### config.mk
export PLATFORM = sky130hd
export DESIGN_NAME = hex_port_display
export DESIGN_NICKNAME = d
export VERILOG_FILES = /design/src/rtl/hex_port_display.sv
export SDC_FILE = /design/constraint.sdc
export NUM_CORES = 1
export LEC_CHECK = 0
export CAP_MARGIN = 20
export CORE_MARGIN = 2
export CORE_UTILIZATION = 40
export DETAILED_ROUTE_END_ITERATION = 10
export GPL_TIMING_DRIVEN = 0
export SLEW_MARGIN = 5
export SYNTH_ARGS = -nofsm -noshare
export SYNTH_HDL_FRONTEND = slang
export SYNTH_SLANG_ARGS = --single-unit
### constraint.sdc
create_clock -name clk -period 4.8 [get_ports clk]
set_input_delay 0.96 -clock clk [delete_from_list [all_inputs] [get_ports clk]]
set_output_delay 0.96 -clock clk [all_outputs]
set_load 0.03 [all_outputs]
### src/rtl/hex_port_display.sv
// hex_port_display
//   Output peripheral between the CPU port_out word and the board's
//   seven-segment displays and LEDs. Captures a data word and a control word
//   on a write strobe, hex-decodes one nibble per digit, applies enable,
//   leading-zero blanking and blink, and drives the digits either statically
//   or time-multiplexed over a shared segment bus.
//
// Ports
//   clk      in   system clock
//   reset_n  in   asynchronous active-low reset (assert async, release synchronised)
//   data_in  in   value to display
//   ctrl_in  in   [0] enable, [1] leading-zero blank, [2] blink
//   data_we  in   capture data_in/ctrl_in on this edge
//   seg_out  out  digit k segments at [7k+6:7k], bit order g..a
//   dig_sel  out  digit strobes (all active in static mode, one-hot in multiplex mode)
//   led_out  out  captured data[LED_WIDTH-1:0], active-high

module hex_port_display #(
    parameter int WIDTH_REG  = 32,
    parameter int DIGITS     = 6,
    parameter int LED_WIDTH  = 10,
    parameter int BLINK_DIV  = 25000000,
    parameter int SCAN_DIV   = 50000,
    parameter int MULTIPLEX  = 0,
    parameter int ACTIVE_LOW = 1
) (
    input  logic                   clk,
    input  logic                   reset_n,
    input  logic [WIDTH_REG-1:0]   data_in,
    input  logic [2:0]             ctrl_in,
    input  logic                   data_we,
    output logic [DIGITS*7-1:0]    seg_out,
    output logic [DIGITS-1:0]      dig_sel,
    output logic [LED_WIDTH-1:0]   led_out
);

    localparam int BLINK_W = (BLINK_DIV > 1) ? $clog2(BLINK_DIV) : 1;
    localparam int SCAN_W  = (SCAN_DIV > 1) ? $clog2(SCAN_DIV) : 1;
    localparam int IDX_W   = (DIGITS > 1) ? $clog2(DIGITS) : 1;

    localparam logic [BLINK_W-1:0] BLINK_LAST = BLINK_W'(BLINK_DIV - 1);
    localparam logic [SCAN_W-1:0]  SCAN_LAST  = SCAN_W'(SCAN_DIV - 1);
    localparam logic [IDX_W-1:0]   IDX_LAST   = IDX_W'(DIGITS - 1);

    localparam logic [6:0]        SEG_INV = {7{ACTIVE_LOW != 0}};
    localparam logic [6:0]        SEG_OFF = SEG_INV;
    localparam logic [DIGITS-1:0] SEL_OFF = {DIGITS{ACTIVE_LOW != 0}};

    // Active-high g..a pattern for one hex nibble.
    function automatic logic [6:0] hex7(input logic [3:0] nib);
        case (nib)
            4'h0: hex7 = 7'h3F;
            4'h1: hex7 = 7'h06;
            4'h2: hex7 = 7'h5B;
            4'h3: hex7 = 7'h4F;
            4'h4: hex7 = 7'h66;
            4'h5: hex7 = 7'h6D;
            4'h6: hex7 = 7'h7D;
            4'h7: hex7 = 7'h07;
            4'h8: hex7 = 7'h7F;
            4'h9: hex7 = 7'h6F;
            4'hA: hex7 = 7'h77;
            4'hB: hex7 = 7'h7C;
            4'hC: hex7 = 7'h39;
            4'hD: hex7 = 7'h5E;
            4'hE: hex7 = 7'h79;
            default: hex7 = 7'h71;
        endcase
    endfunction

    logic [1:0]             sync_q, sync_d;
    logic                   rst_int_n;
    logic [WIDTH_REG-1:0]   data_q, data_d;
    logic [2:0]             ctrl_q, ctrl_d;
    logic [BLINK_W-1:0]     blink_cnt_q, blink_cnt_d;
    logic                   phase_on_q, phase_on_d;
    logic [SCAN_W-1:0]      scan_cnt_q, scan_cnt_d;
    logic [IDX_W-1:0]       idx_q, idx_d;
    logic [DIGITS*7-1:0]    seg_q, seg_d;
    logic [DIGITS-1:0]      dig_sel_q, dig_sel_d;
    logic [LED_WIDTH-1:0]   led_q, led_d;

    logic [6:0]             digit_seg [DIGITS];
    logic [DIGITS-1:0]      sel_onehot;
    logic                   zero_run;
    logic                   blink_wrap;
    logic                   scan_wrap;
    logic                   unused_data;

    // Data bits above the displayed nibbles and LEDs are held but never shown.
    assign unused_data = ^data_q;

    // Reset synchroniser: assertion is immediate, release lands two edges later.
    assign sync_d    = {sync_q[0], 1'b1};
    assign rst_int_n = sync_q[1];

    always_ff @(posedge clk or negedge reset_n) begin
        if (!reset_n) begin
            sync_q <= 2'b00;
        end else begin
            sync_q <= sync_d;
        end
    end

    always_comb begin
        data_d      = data_q;
        ctrl_d      = ctrl_q;
        blink_cnt_d = blink_cnt_q + 1'b1;
        phase_on_d  = phase_on_q;
        scan_cnt_d  = '0;
        idx_d       = '0;
        seg_d       = {DIGITS{SEG_OFF}};
        dig_sel_d   = ~SEL_OFF;
        led_d       = data_q[LED_WIDTH-1:0];
        sel_onehot  = '0;
        zero_run    = 1'b1;
        blink_wrap  = (blink_cnt_q == BLINK_LAST);
        scan_wrap   = (scan_cnt_q == SCAN_LAST);

        if (data_we) begin
            data_d = data_in;
            ctrl_d = ctrl_in;
        end

        if (blink_wrap) begin
            blink_cnt_d = '0;
            phase_on_d  = ~phase_on_q;
        end

        // Walk from the top digit down so zero_run tells whether every
        // nibble from k upward is zero; digit 0 is always shown.
        for (int k = DIGITS - 1; k >= 0; k--) begin
            zero_run = zero_run && (data_q[4*k +: 4] == 4'h0);
            if (!ctrl_q[0] || (ctrl_q[2] && !phase_on_q) ||
                (ctrl_q[1] && zero_run && (k != 0))) begin
                digit_seg[k] = SEG_OFF;
            end else begin
                digit_seg[k] = hex7(data_q[4*k +: 4]) ^ SEG_INV;
            end
        end

        if (MULTIPLEX != 0) begin
            // Segments are chosen from the next index so the strobe and the
            // pattern change together on the same edge.
            scan_cnt_d = scan_wrap ? '0 : scan_cnt_q + 1'b1;
            idx_d      = idx_q;
            if (scan_wrap) begin
                idx_d = (idx_q == IDX_LAST) ? '0 : idx_q + 1'b1;
            end
            seg_d[6:0]        = digit_seg[idx_d];
            sel_onehot[idx_d] = 1'b1;
            dig_sel_d         = sel_onehot ^ SEL_OFF;
        end else begin
            for (int k = 0; k < DIGITS; k++) begin
                seg_d[7*k +: 7] = digit_seg[k];
            end
        end
    end

    always_ff @(posedge clk or negedge rst_int_n) begin
        if (!rst_int_n) begin
            data_q      <= '0;
            ctrl_q      <= '0;
            blink_cnt_q <= '0;
            phase_on_q  <= 1'b1;
            scan_cnt_q  <= '0;
            idx_q       <= '0;
            seg_q       <= {DIGITS{SEG_OFF}};
            dig_sel_q   <= SEL_OFF;
            led_q       <= '0;
        end else begin
            data_q      <= data_d;
            ctrl_q      <= ctrl_d;
            blink_cnt_q <= blink_cnt_d;
            phase_on_q  <= phase_on_d;
            scan_cnt_q  <= scan_cnt_d;
            idx_q       <= idx_d;
            seg_q       <= seg_d;
            dig_sel_q   <= dig_sel_d;
            led_q       <= led_d;
        end
    end

    assign seg_out = seg_q;
    assign dig_sel = dig_sel_q;
    assign led_out = led_q;

endmodule

==> images/clock_map.png <==
Scale: 2 px per um.
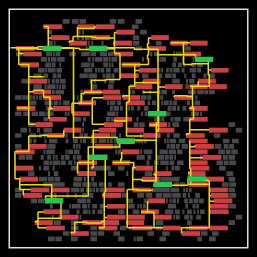
[green] cells driving clock nets | count: 9
[yellow] clock wires | length: 1350 um
[red] flip-flops | count: 108
routed clock nets: 10
flops lie: all over the die

==> images/met4.png <==
Scale: 3 px per um. Cells faint in the background.
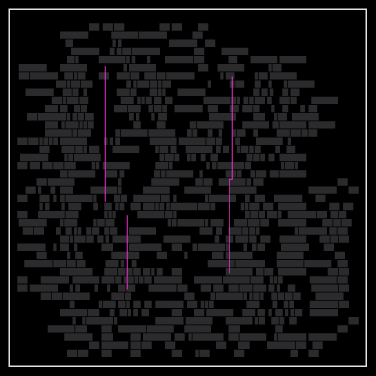
share of all routed wire: 1.2%
main direction: vertical
longest straight run: 44.9 um
nets with wire on the layer: 2
wire length on this layer: 136 um
routed wire length: 11400 um
via count: 3884

==> images/zoom.png <==
Window x 79 to 99, y 20 to 40 um. Cells in grey, sequential cells in the stronger grey; small squares are vias.
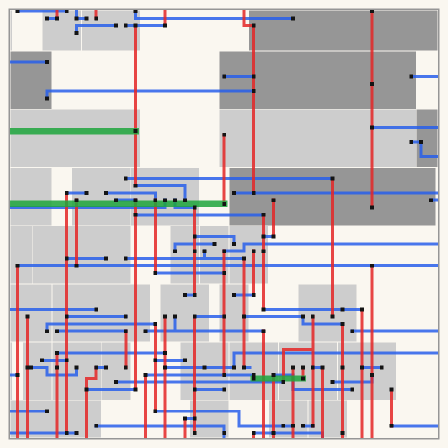
[red] met2
[green] met3
[blue] met1
sequential cells in the window: 3
cells with their middle in the window: 28
most frequent: o211ai_1 (4)
netlist names of flops here include: `seg_out` (2), `led_out` (1)

==> images/metal_stack.png <==
Scale: 3 px per um.
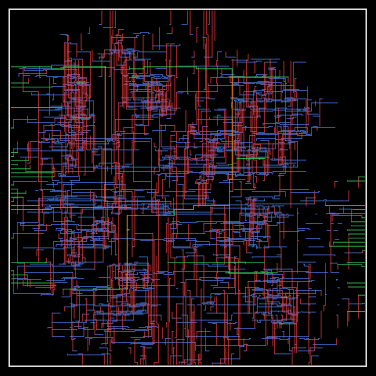
[orange] met4 | wire length: 136 um
[red] met2 | wire length: 5500 um
[green] met3 | wire length: 558 um
[blue] met1 | wire length: 5210 um
Total GRT Usage: 17.0%
wire per inst: 15.0 um

==> GITHUB_STEP_SUMMARY <==
## Synthesis and layout report

| Metric | Value |
|---|---|
| Share of layout cells above drive strength 1 | `15.8%` |
| Combinational power | `480 uW` |
| Post-cts sizing count | `0` |
| Die X | `119 um` |
| Sequential power share | `45.0%` |
| Worst-path maximum fanout | `6` |
| Row count | `between 40 and 50` |
| Slew headroom | `around 51%` |
| Reg2Reg Setup Slack | `between 2 and 2.5 ns` |
| Fin cells | `~760` |
| Sw Ratio | `between 20 and 30%` |
| Diode count | `0` |
| WP data required | `~3.8 ns` |
| Hold Crit Endpoint | `sync_q[1]` |
| Largest net degree at the start of global routing | `approximately 60` |
| Power Clock | `slightly above 800 uW` |
| Number of buffers added on ports | `approximately 86` |
| Gr ovfl total | `0` |
| Nets | `between 600 and 700` |
| Final hold viol count | `0` |
| Post-route core utilization | `52.6%` |
| CTS Sinks | `108` |
| Crit path from | `dig_sel[4]` |
| Worst path top cell family by delay | `buffers and inverters` |
| Crit path buf inv count | `2` |
| Placer Congestion | `around 0.85` |
| Least-Margin Pin Slew | `0.740 ns` |
| Synth area leader | `dfrtp_1` |
| Post-synth regs | `108` |
| P_sw | `659 uW` |
| Number of cells in Yosys stat | `about 480` |
| Tool warnings | `58` |
| Clock transition at path regs | `approximately 0.07 ns` |
| Simple-gate share of the synthesized area | `between 10% and 20%` |
| Leakage | `2.75 nW` |
| CP Capture Type | `output port` |
| CTS buffer count | `9` |
| Hold_ws | `about 0.36 ns` |
| R2r startpoint | `blink_cnt_q[0]` |
| MUX area fraction | `roughly 4.6%` |
| XOR Share, Synth | `under 10%` |
| Max Cap Viol | `0` |
| GR peak layer | `met2` |
| Adder-cell share of the synthesized area | `between 7 and 8%` |
| Synth warn | `0` |
| Area leader share | `just over 30%` |
| Die height | `around 120 um` |
| Mapped Cells | `~480` |
| Critical-path top delay cell | `clkdlybuf4s50_1` |
| Initial DRC count | `~190` |
| Core area | `between 10000 and 15000 um^2` |
| Wl on met1 | `about 5200 um` |
| Async S/R FF share, synth | `100%` |
| FILL cells | `1145` |
| Final ANT Viol Nets | `0` |
| Placed Cells | `about 740` |
| Crit Path Category | `reg2out` |
| CP startpoint kind | `flop` |
| Chip Area, Yosys | `between 5000 and 6000 um^2` |
| Max incr delay on CP | `0.66 ns` |
| Vias in the first global route | `3830` |
| Max-slew violations | `0` |
| Hold Path Depth | `0` |
| Worst Skew | `0.00923 ns` |
| Met1 Usage GRT | `~22%` |
| Tmin final | `approximately 2.6 ns` |
| Fin area | `around 6700 um^2` |
| HPWL Detailed | `slightly above 8000 um` |
| Initial antenna violation count | `0` |
| Hold Crit Class | `reg2reg` |
| Critical Path Stages | `2` |
| Pint | `between 1.5 and 2 mW` |
| Crit path cell chain | `buf_4 > clkdlybuf4s50_1` |
| Met3 Use GR | `a little over 5%` |
| Fmax | `between 0.3 and 0.4 GHz` |
| Final setup viols | `0` |
| Main logic family | `simple AND/OR/NAND/NOR gates` |
| Power per cell area | `around 350 nW/um^2` |
| Status | `finished, final reports clean` |
| First-pass GRT wire length | `roughly 19000 um` |
| Place WS | `~2.3 ns` |
| Setup Buffers After CTS | `0` |
| CTS tree | `yes` |
| Syn Std Cell Area | `~5200 um^2` |
| Longest Clk Path Bufs | `2` |
| Chip Area | `14100 um^2` |
| Period utilisation layout | `55.2%` |
| FF/Latch Area | `roughly 2800 um^2` |
| Placed cell areas | `between 6000 and 7000 um^2` |
| Syn_nets | `553` |
| Drt pass-1 iters | `4` |
| # DRC | `0` |
| Clk_lat worst skew | `roughly 0.35 ns` |
| Peak supply drop | `around 0.00031 V` |
| Top cells by area, synth | `dfrtp_1 (31%), dfstp_2 (22%), ha_1 (7.4%), o211ai_1 (3.6%), mux2_2 (3.4%)` |
| Pwr Total | `2.36 mW` |
| Met3 wire len | `~560 um` |
| Arr. time, crit path | `1.69 ns` |
| Comb pwr share | `20.3%` |
| Flip-flops with a built-in enable | `0` |
| Seq. pwr | `~1.1 mW` |
| Max power group | `registers` |
| DR vias/cell | `5.11` |
| Synth Seq Share | `between 50% and 60%` |
| RSZ-0062 raised after global routing | `false` |
| Routed wl met2 | `around 5500 um` |
| CP endpoint | `dig_sel[2]` |
| Unique cell types | `52` |
| Syn Area/Cell | `around 11 um^2` |
| Clk root buf | `clkbuf_16` |
| Syn-to-layout area delta | `27.6%` |
## cells by family (layout without fill, tap and decap cells)
kind of cell             Yosys count  count (layout)
flip-flops                       108             108
XOR/XNOR                          17              17
buffers and inverters             47             151
AND/OR/NAND/NOR                  160             160
other                              2               2
adder cells (fa/ha/maj)           31              31
AND-OR/OR-AND                     97              97
multiplexers                      22              22
## cells in the mapped netlist, types with 6 or more instances
| cell type | n |
|---|---|
| mux2_2 | 16 |
| ha_1 | 31 |
| nor2_1 | 24 |
| clkbuf_1 | 18 |
| nand3_1 | 24 |
| o211ai_1 | 25 |
| dfrtp_1 | 64 |
| nand3b_1 | 6 |
| xnor2_1 | 12 |
| a21oi_1 | 6 |
| dfstp_2 | 44 |
| o311ai_0 | 15 |
| inv_1 | 22 |
| nand2b_1 | 13 |
| mux2i_1 | 6 |
| nand4_1 | 7 |
| nand2_1 | 48 |
| o21ai_0 | 29 |
| nor2b_1 | 8 |
## placed cells by master (no fill, tap or decap), drive strengths merged, types with 24 or more instances in the layout
cell type | netlist | routed
clkdlybuf4s50 | 0 | 86
dfrtp | 64 | 64
nand2 | 48 | 48
dfstp | 44 | 44
ha | 31 | 31
o21ai | 30 | 30
clkbuf | 18 | 29
o211ai | 25 | 25
nor2 | 25 | 25
nand3 | 24 | 24
## layout make-up
class | instances | area share, %
clock inverter | 6 | 1.25
buffer | 25 | 1.70
multi-input combinational | 329 | 34.3
sequential | 108 | 41.3
inverter | 22 | 1.23
clock buffer | 10 | 3.74
tap | 172 | 3.21
timing repair buffer | 88 | 13.3
## sequential cells by signal, summed over array words and instances, names as in the netlist
register     flops
led_out         10
blink_cnt_q     25
phase_on_q       1
dig_sel          1
sync_q           2
ctrl_q           3
data_q          24
seg_out         42
Power is estimated from default activity; no workload was simulated.
